==> images/m3.png <==
Scale: 6 px per um.
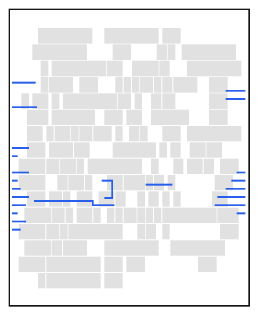
==> images/floorplan.png <==
Scale: 8 px per um. Pins as bars on the die edge. Tap cells in gray.
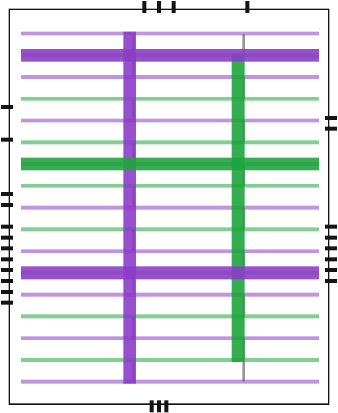
==> images/m2.png <==
Scale: 6 px per um.
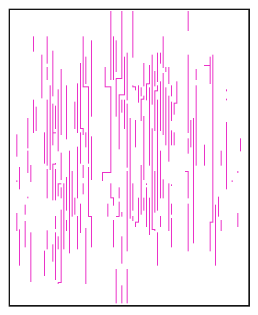
==> images/clock_nets.png <==
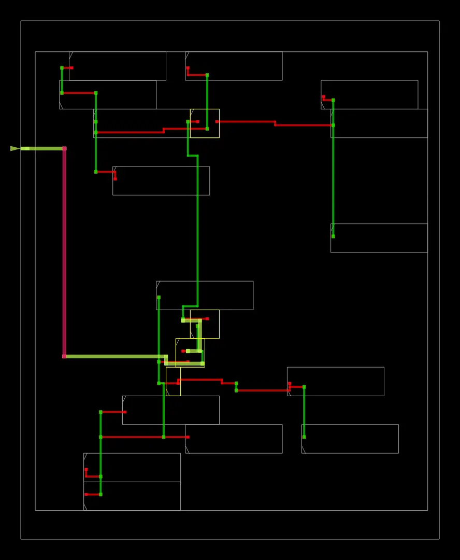
===== config.mk =====
export PLATFORM = sky130hd
export DESIGN_NAME = and_self_flat
export DESIGN_NICKNAME = d
export VERILOG_FILES = /design/src/rtl/and_self_if.sv /design/src/rtl/and_self.sv /design/src/flat_wrapper.sv
export SDC_FILE = /design/constraint.sdc
export NUM_CORES = 1
export LEC_CHECK = 0
export ABC_AREA = 1
export ABC_CLOCK_PERIOD_IN_PS = 1350
export CORE_ASPECT_RATIO = 1.25
export CORE_UTILIZATION = 43
export DETAILED_ROUTE_END_ITERATION = 8
export GPL_ROUTABILITY_DRIVEN = 0
export PLACE_DENSITY = 0.87
export SLEW_MARGIN = 20
export SYNTH_ARGS = -nofsm -noshare
export SYNTH_HDL_FRONTEND = slang
export SYNTH_SLANG_ARGS = --single-unit
export TNS_END_PERCENT = 100

===== constraint.sdc =====
create_clock -name clk -period 1.35 [get_ports clk]
set_input_delay 0.2025 -clock clk [delete_from_list [all_inputs] [get_ports clk]]
set_output_delay 0.2025 -clock clk [all_outputs]
set_load 0.02 [all_outputs]

===== src/rtl/and_self_if.sv =====
// Bus bundle for the and_self reduction-AND monitor: data word and clear in, status out.
// The sticky flag exists only when ANDSELF_STICKY_EN is defined.
interface and_self_if #(
  parameter int WIDTH = 8,
  parameter int CNT_W = 8,
  parameter int IDX_W = 3
);
  logic [WIDTH-1:0] a;
  logic             clr;
  logic             y;
  logic             y_q;
  logic             y_rise;
  logic             y_fall;
  logic [CNT_W-1:0] ones_cnt;
  logic             zero_valid;
  logic [IDX_W-1:0] zero_idx;
`ifdef ANDSELF_STICKY_EN
  logic             sticky;
`endif

  modport master (
    output a, clr,
    input  y, y_q, y_rise, y_fall, ones_cnt, zero_valid, zero_idx
`ifdef ANDSELF_STICKY_EN
    , input sticky
`endif
  );

  modport slave (
    input  a, clr,
    output y, y_q, y_rise, y_fall, ones_cnt, zero_valid, zero_idx
`ifdef ANDSELF_STICKY_EN
    , output sticky
`endif
  );
endinterface


===== src/rtl/and_self.sv =====
// Reduction-AND monitor: combinational y plus registered delay, edge pulses, saturating
// all-ones run counter and lowest-zero index. Optional sticky flag under ANDSELF_STICKY_EN.
module and_self #(
  parameter int WIDTH = 8,
  parameter int CNT_W = 8,
  parameter int IDX_W = 3
) (
  input  logic     clk,
  input  logic     rst_n,
  and_self_if.slave bus
);
  logic             y;
  logic             yq_q;
  logic             rise_q;
  logic             fall_q;
  logic             zv_q;
  logic [CNT_W-1:0] cnt_q;
  logic [CNT_W-1:0] cnt_d;
  logic [IDX_W-1:0] idx_q;
  logic [IDX_W-1:0] idx_d;

  assign y = &bus.a;

  // Scan from the top so the lowest-numbered zero bit wins.
  always_comb begin
    idx_d = '0;
    for (int i = WIDTH - 1; i >= 0; i--) begin
      if (!bus.a[i]) idx_d = IDX_W'(i);
    end
  end

  always_comb begin
    cnt_d = cnt_q;
    if (bus.clr || !y) begin
      cnt_d = '0;
    end else if (cnt_q != {CNT_W{1'b1}}) begin
      cnt_d = cnt_q + 1'b1;
    end
  end

  always_ff @(posedge clk or negedge rst_n) begin
    if (!rst_n) begin
      yq_q   <= 1'b0;
      rise_q <= 1'b0;
      fall_q <= 1'b0;
      zv_q   <= 1'b0;
      cnt_q  <= '0;
      idx_q  <= '0;
    end else begin
      yq_q   <= y;
      rise_q <= y & ~yq_q;
      fall_q <= ~y & yq_q;
      zv_q   <= ~y;
      cnt_q  <= cnt_d;
      idx_q  <= idx_d;
    end
  end

  assign bus.y          = y;
  assign bus.y_q        = yq_q;
  assign bus.y_rise     = rise_q;
  assign bus.y_fall     = fall_q;
  assign bus.ones_cnt   = cnt_q;
  assign bus.zero_valid = zv_q;
  assign bus.zero_idx   = idx_q;

`ifdef ANDSELF_STICKY_EN
  logic sticky_q;

  always_ff @(posedge clk or negedge rst_n) begin
    if (!rst_n) begin
      sticky_q <= 1'b0;
    end else if (bus.clr) begin
      sticky_q <= 1'b0;
    end else if (y) begin
      sticky_q <= 1'b1;
    end
  end

  assign bus.sticky = sticky_q;
`endif
endmodule


===== src/flat_wrapper.sv =====
// flat-port wrapper written by rule: the top's interface ports become plain ports
module and_self_flat 
#(
  parameter int WIDTH = 8,
  parameter int CNT_W = 8,
  parameter int IDX_W = 3
)
  (clk, rst_n, bus_a, bus_clr, bus_y, bus_y_q, bus_y_rise, bus_y_fall, bus_ones_cnt, bus_zero_valid, bus_zero_idx);
  and_self_if #(.WIDTH(WIDTH), .CNT_W(CNT_W), .IDX_W(IDX_W)) bus_i ();
  input  logic clk;
  input  logic rst_n;
  input wire logic [$bits(bus_i.a)-1:0] bus_a;
  input wire logic [$bits(bus_i.clr)-1:0] bus_clr;
  output wire logic [$bits(bus_i.y)-1:0] bus_y;
  output wire logic [$bits(bus_i.y_q)-1:0] bus_y_q;
  output wire logic [$bits(bus_i.y_rise)-1:0] bus_y_rise;
  output wire logic [$bits(bus_i.y_fall)-1:0] bus_y_fall;
  output wire logic [$bits(bus_i.ones_cnt)-1:0] bus_ones_cnt;
  output wire logic [$bits(bus_i.zero_valid)-1:0] bus_zero_valid;
  output wire logic [$bits(bus_i.zero_idx)-1:0] bus_zero_idx;
  assign bus_i.a = bus_a;
  assign bus_i.clr = bus_clr;
  assign bus_y = bus_i.y;
  assign bus_y_q = bus_i.y_q;
  assign bus_y_rise = bus_i.y_rise;
  assign bus_y_fall = bus_i.y_fall;
  assign bus_ones_cnt = bus_i.ones_cnt;
  assign bus_zero_valid = bus_i.zero_valid;
  assign bus_zero_idx = bus_i.zero_idx;
  and_self #(.WIDTH(WIDTH), .CNT_W(CNT_W), .IDX_W(IDX_W)) u_core (.clk(clk), .rst_n(rst_n), .bus(bus_i));
endmodule

==> notes.md <==
The implementation run finished. In this run the number of H-tree levels came out at 1. In the layout the commonest cells are sky130_fd_sc_hd__dlygate4sd2_1 (17), sky130_fd_sc_hd__nand2_1 (16), sky130_fd_sc_hd__dfrtp_1 (15). The final timing report lists a hold violation count of 0. Synthesized-area fraction occupied by ao, oa, aoi and oai cells landed at 6.70%. Warnings raised by the tools during the run amount to 27.

Counting flops and latches in the post-synthesis netlist gives 15. Total design power landed at 0.000790 W. The run finished with clean final reports. The cell-mix breakdown from Yosys lists the XOR/XNOR area share as 1.14%. The root buffer cell chosen for the clock tree is sky130_fd_sc_hd__clkbuf_4.

The die covers 1950 um2. Dividing the final minimum period by the clock period gives 93.1%. Summing all non-filler instances in the final layout gives an area of 1150 um2. Share of power burned in combinational logic landed at 11.1%. Final antenna-violating net count landed at 0.

The worst VDD IR drop from the latest analysis is 459 uV. Sorting the synthesized cells by area gives the leading types as sky130_fd_sc_hd__dfrtp_1 (49%), sky130_fd_sc_hd__nand2_1 (10%), sky130_fd_sc_hd__nor2_8 (5.2%). Fraction of final layout cells with drive strength greater than 1 landed at 25.0%. TritonCTS built the clock tree. After legalization and detailed placement, the total HPWL measured 1350 um. Length of the first detailed-routing pass in iterations landed at 4. Clock network power share landed at 31.4%. Number of buffers created by CTS landed at 3. Core utilization before placement landed at 47.2%. According to the hold report, the worst path is of the primary input to flop type. Top-level I/O count landed at 27. Number of setup buffers added after CTS landed at 0. Instance area after placement landed at 1120 um2. After layout, the minimum clock period comes to 1260 ps. Final setup slack of the worst path landed at 92.5 ps. In the synthesized netlist the dominant register cell turns out to be sky130_fd_sc_hd__dfrtp_1. Depth of the critical timing path with buffers and inverters included landed at 1. After floorplanning, the core was divided into 16 placement rows. Across all checked pins, the minimum headroom to the slew limit is 84.9%. After global routing the overflow that remains totals 0. After synthesis the cells add up to 766 um2. In this run the power spent charging and discharging nets is 0.000178 W.

Per the post-place timing report, worst setup slack is -550 ps. Share of synthesized cell area in full adder, half adder and majority cells landed at 1.63%. Number of antenna violations at the first check in global routing landed at 0. In the final report, the number of endpoints failing setup comes to 0. Per the post-synthesis stats, the area per cell is 9.12 um2. Largest net degree at the start of global routing landed at 16. Post-route worst hold slack landed at 146 ps.

STA reports a reg2reg setup slack of 110 ps. By instance count, the leading cell after synthesis is sky130_fd_sc_hd__nand2_1. In the routed design, unresolved DRC markers number 0. The flow reports that sequential cells draw 57.5% of the design power. The worst register-to-register path ends at u_core.bus.ones_cnt[4]. Total of buffers placed on input and output ports landed at 26. The script reports the combined buffer and inverter count of the critical path as 1. For reference, the final report shows the max-slew violation count at 0. Yosys mapped a number of flops with a built-in enable equal to 0. The capture point of the critical path was reported as bus_ones_cnt[6]. The CTS log lists the clock sinks for this run as 15. The area fraction of the largest cell type after synthesis is 49.0%. The chip area line in the Yosys stat output reads 766 um2.

Number of vias per cell after detailed routing landed at 4.99. The synthesis run shows multiplexers occupying 0% of the cell area. The synth_stat.txt file lists the number of cells as 84. Per the cell usage report, the commonest logic cell in the layout is sky130_fd_sc_hd__dlygate4sd2_1.

Internal power of the cells landed at 0.000612 W. Buffer levels on the longest clock path landed at 2. The cell family contributing the most delay on the critical path is flip-flops.

Per the hold report, the tightest min-delay path originates at bus_a[1]. Summed over all failing endpoints, the final setup total negative slack is 0 ps. Horizontal extent of the die landed at 39.7 um. Looking at the max-slew report, the worst-margin pin has a slew of 225 ps.

Worst reg-to-reg path cell count landed at 6. The area growth from synthesis to layout is 50.7%. The commonest cells after synthesis are sky130_fd_sc_hd__nand2_1 (21), sky130_fd_sc_hd__dfrtp_1 (15), sky130_fd_sc_hd__nor2_1 (8), sky130_fd_sc_hd__inv_1 (7), sky130_fd_sc_hd__nand3_1 (7). Listed in order, past its start point the critical path passes dlygate4sd2_1. Summed over all routing layers, the global router reports a total usage of 20.0%. Of the synthesized area, sequential elements account for 49.0%. Delay of the slowest critical-path stage landed at 420 ps. Antenna diode count landed at 0. Setup repair after global routing left no endpoint under its margin. The number of different library cells used by synthesis comes to 22. Detailed-route iteration 0 reported a violation count of 6. The critical path maximum fanout is 5. For this sky-water flow run, the detailed-routed wirelength per cell is reported as 11.5 um.

Worst path arrival time landed at 1060 ps. Wire length of the first global-routing pass landed at 2680 um. Looking at area per cell type in the netlist, the leader is sky130_fd_sc_hd__dfrtp_1. In this run the critical register-to-register path is launched from u_core.bus.ones_cnt[0]. Max-cap check violation count landed at 0. The worst setup path is launched from a flop.

The most critical setup path has its startpoint at u_core.bus.ones_cnt[6]. In the synthesized netlist the async set-or-reset flop fraction comes to 100%. In this run the static leakage power is 0.729 nW. The number of global-route vias before repair came to 687. The cell count after synthesis came out at 84.

Area share of and/or/nand/nor cells after synthesis landed at 36.6%. Number of nets in the layout landed at 137. Hold-fix buffer count after cts landed at 0.

For this design, the slowest cell found on the critical path is sky130_fd_sc_hd__dfrtp_1. For reference, the most critical setup path is categorized as flop to output pin. The flow reports an fmax of 795 MHz. The worst setup path is captured at an output pin.

Post-CTS repair changed the size of 24 cells. Proportion of total power due to net switching landed at 22.6%. Number of nets in the synthesized netlist landed at 96. Among the non-sequential cells, simple AND/OR/NAND/NOR gates take the most area.

Total of warnings raised by yosys landed at 0. For the worst setup path, the data required time is 1150 ps. Clock transition at the register clock pins on the worst setup and hold paths after CTS landed at 80 ps.

Power density over the cells landed at 685 nW/um2.
Back to the opening pictures, m3.png:
share of all routed wire: 4.3%
wire length on this layer: 69.8 um
longest straight run: 9.70 um
met3 routing resource usage after global routing: 2.74%
Detailed Route WL: 1630 um

Back to the opening pictures, floorplan.png:
| color | net |
|---|---|
| green | VDD |
| purple | VSS |
signal pins: 27
met5 straps: 3
met4 straps: 2
met1 rails: 17
floorplan core area: 1620 um2
die outline height: 49.2 um

Back to the opening pictures, m2.png:
share of all routed wire: 58%
main direction: vertical
longest straight run: 27.8 um
wire length on this layer: 940 um
nets with wire on the layer: 117
via count: 709
met2 Usage GRT: 37.4%

Back to the opening pictures, clock_nets.png:
latest clock arrival within the worst-skew pair: 270 ps
Final Skew: 0.498 ps
num sequential: 15

layer usage:
| layer | GRT usage (%) | vias up | part of all wire, % |
|---|---|---|---|
| met3 | 2.74 | 2 | 4.2 |
| met4 | 10.3 | 0 | 1.2 |
| met5 | 0 | - | 0 |
| met2 | 37.4 | 24 | 58 |
| li1 | - | 354 | - |
| met1 | 19.0 | 329 | 37 |
registers in the layout, summed over array words and instances (netlist names):
signal	cells
u_core.bus.zero_idx	3
u_core.bus.y_rise	1
u_core.bus.y_q	1
u_core.bus.ones_cnt	8
u_core.bus.y_fall	1
u_core.bus.zero_valid	1
power groups by stage:
| stage | sequential, W | clock, W | combinational, W |
|---|---|---|---|
| 2_1_floorplan | 0.000471 | 0 | 0.0000187 |
| 6_report | 0.000454 | 0.000248 | 0.0000878 |
| 3_5_place_dp | 0.000464 | 0 | 0.0000930 |
| 5_1_grt | 0.000455 | 0.000278 | 0.0000969 |
| 3_3_place_gp | 0.000464 | 0 | 0.0000897 |
| 4_1_cts | 0.000455 | 0.000255 | 0.0000892 |
worst min-delay path by stage:
stage	to	slack, ps	depth (start not counted)
after CTS	u_core.bus.ones_cnt[3]	240	2
after floorplan	u_core.bus.ones_cnt[0]	-90	0
after global placement	u_core.bus.y_rise	440	1
after global routing	u_core.bus.zero_idx[0]	160	2
final	u_core.bus.zero_idx[0]	150	2
after detailed placement	u_core.bus.y_rise	460	1
stage by stage:
stage	std cells	util [%]
after floorplan	84	-
after CTS	141	69.3
after global routing	142	71.1
after global placement	137	68.8
final	142	71.1
after detailed placement	137	68.8
final cells by class:
class                      instances  area (um2)
timing repair buffer              36         327
sequential                        15         375
fill                             145         468
inverter                          10        37.5
multi-input combinational         59         365
tap                               18        22.5
clock buffer                       4        26.3
Power figures rest on the tool's default switching activity, not on a simulated workload.
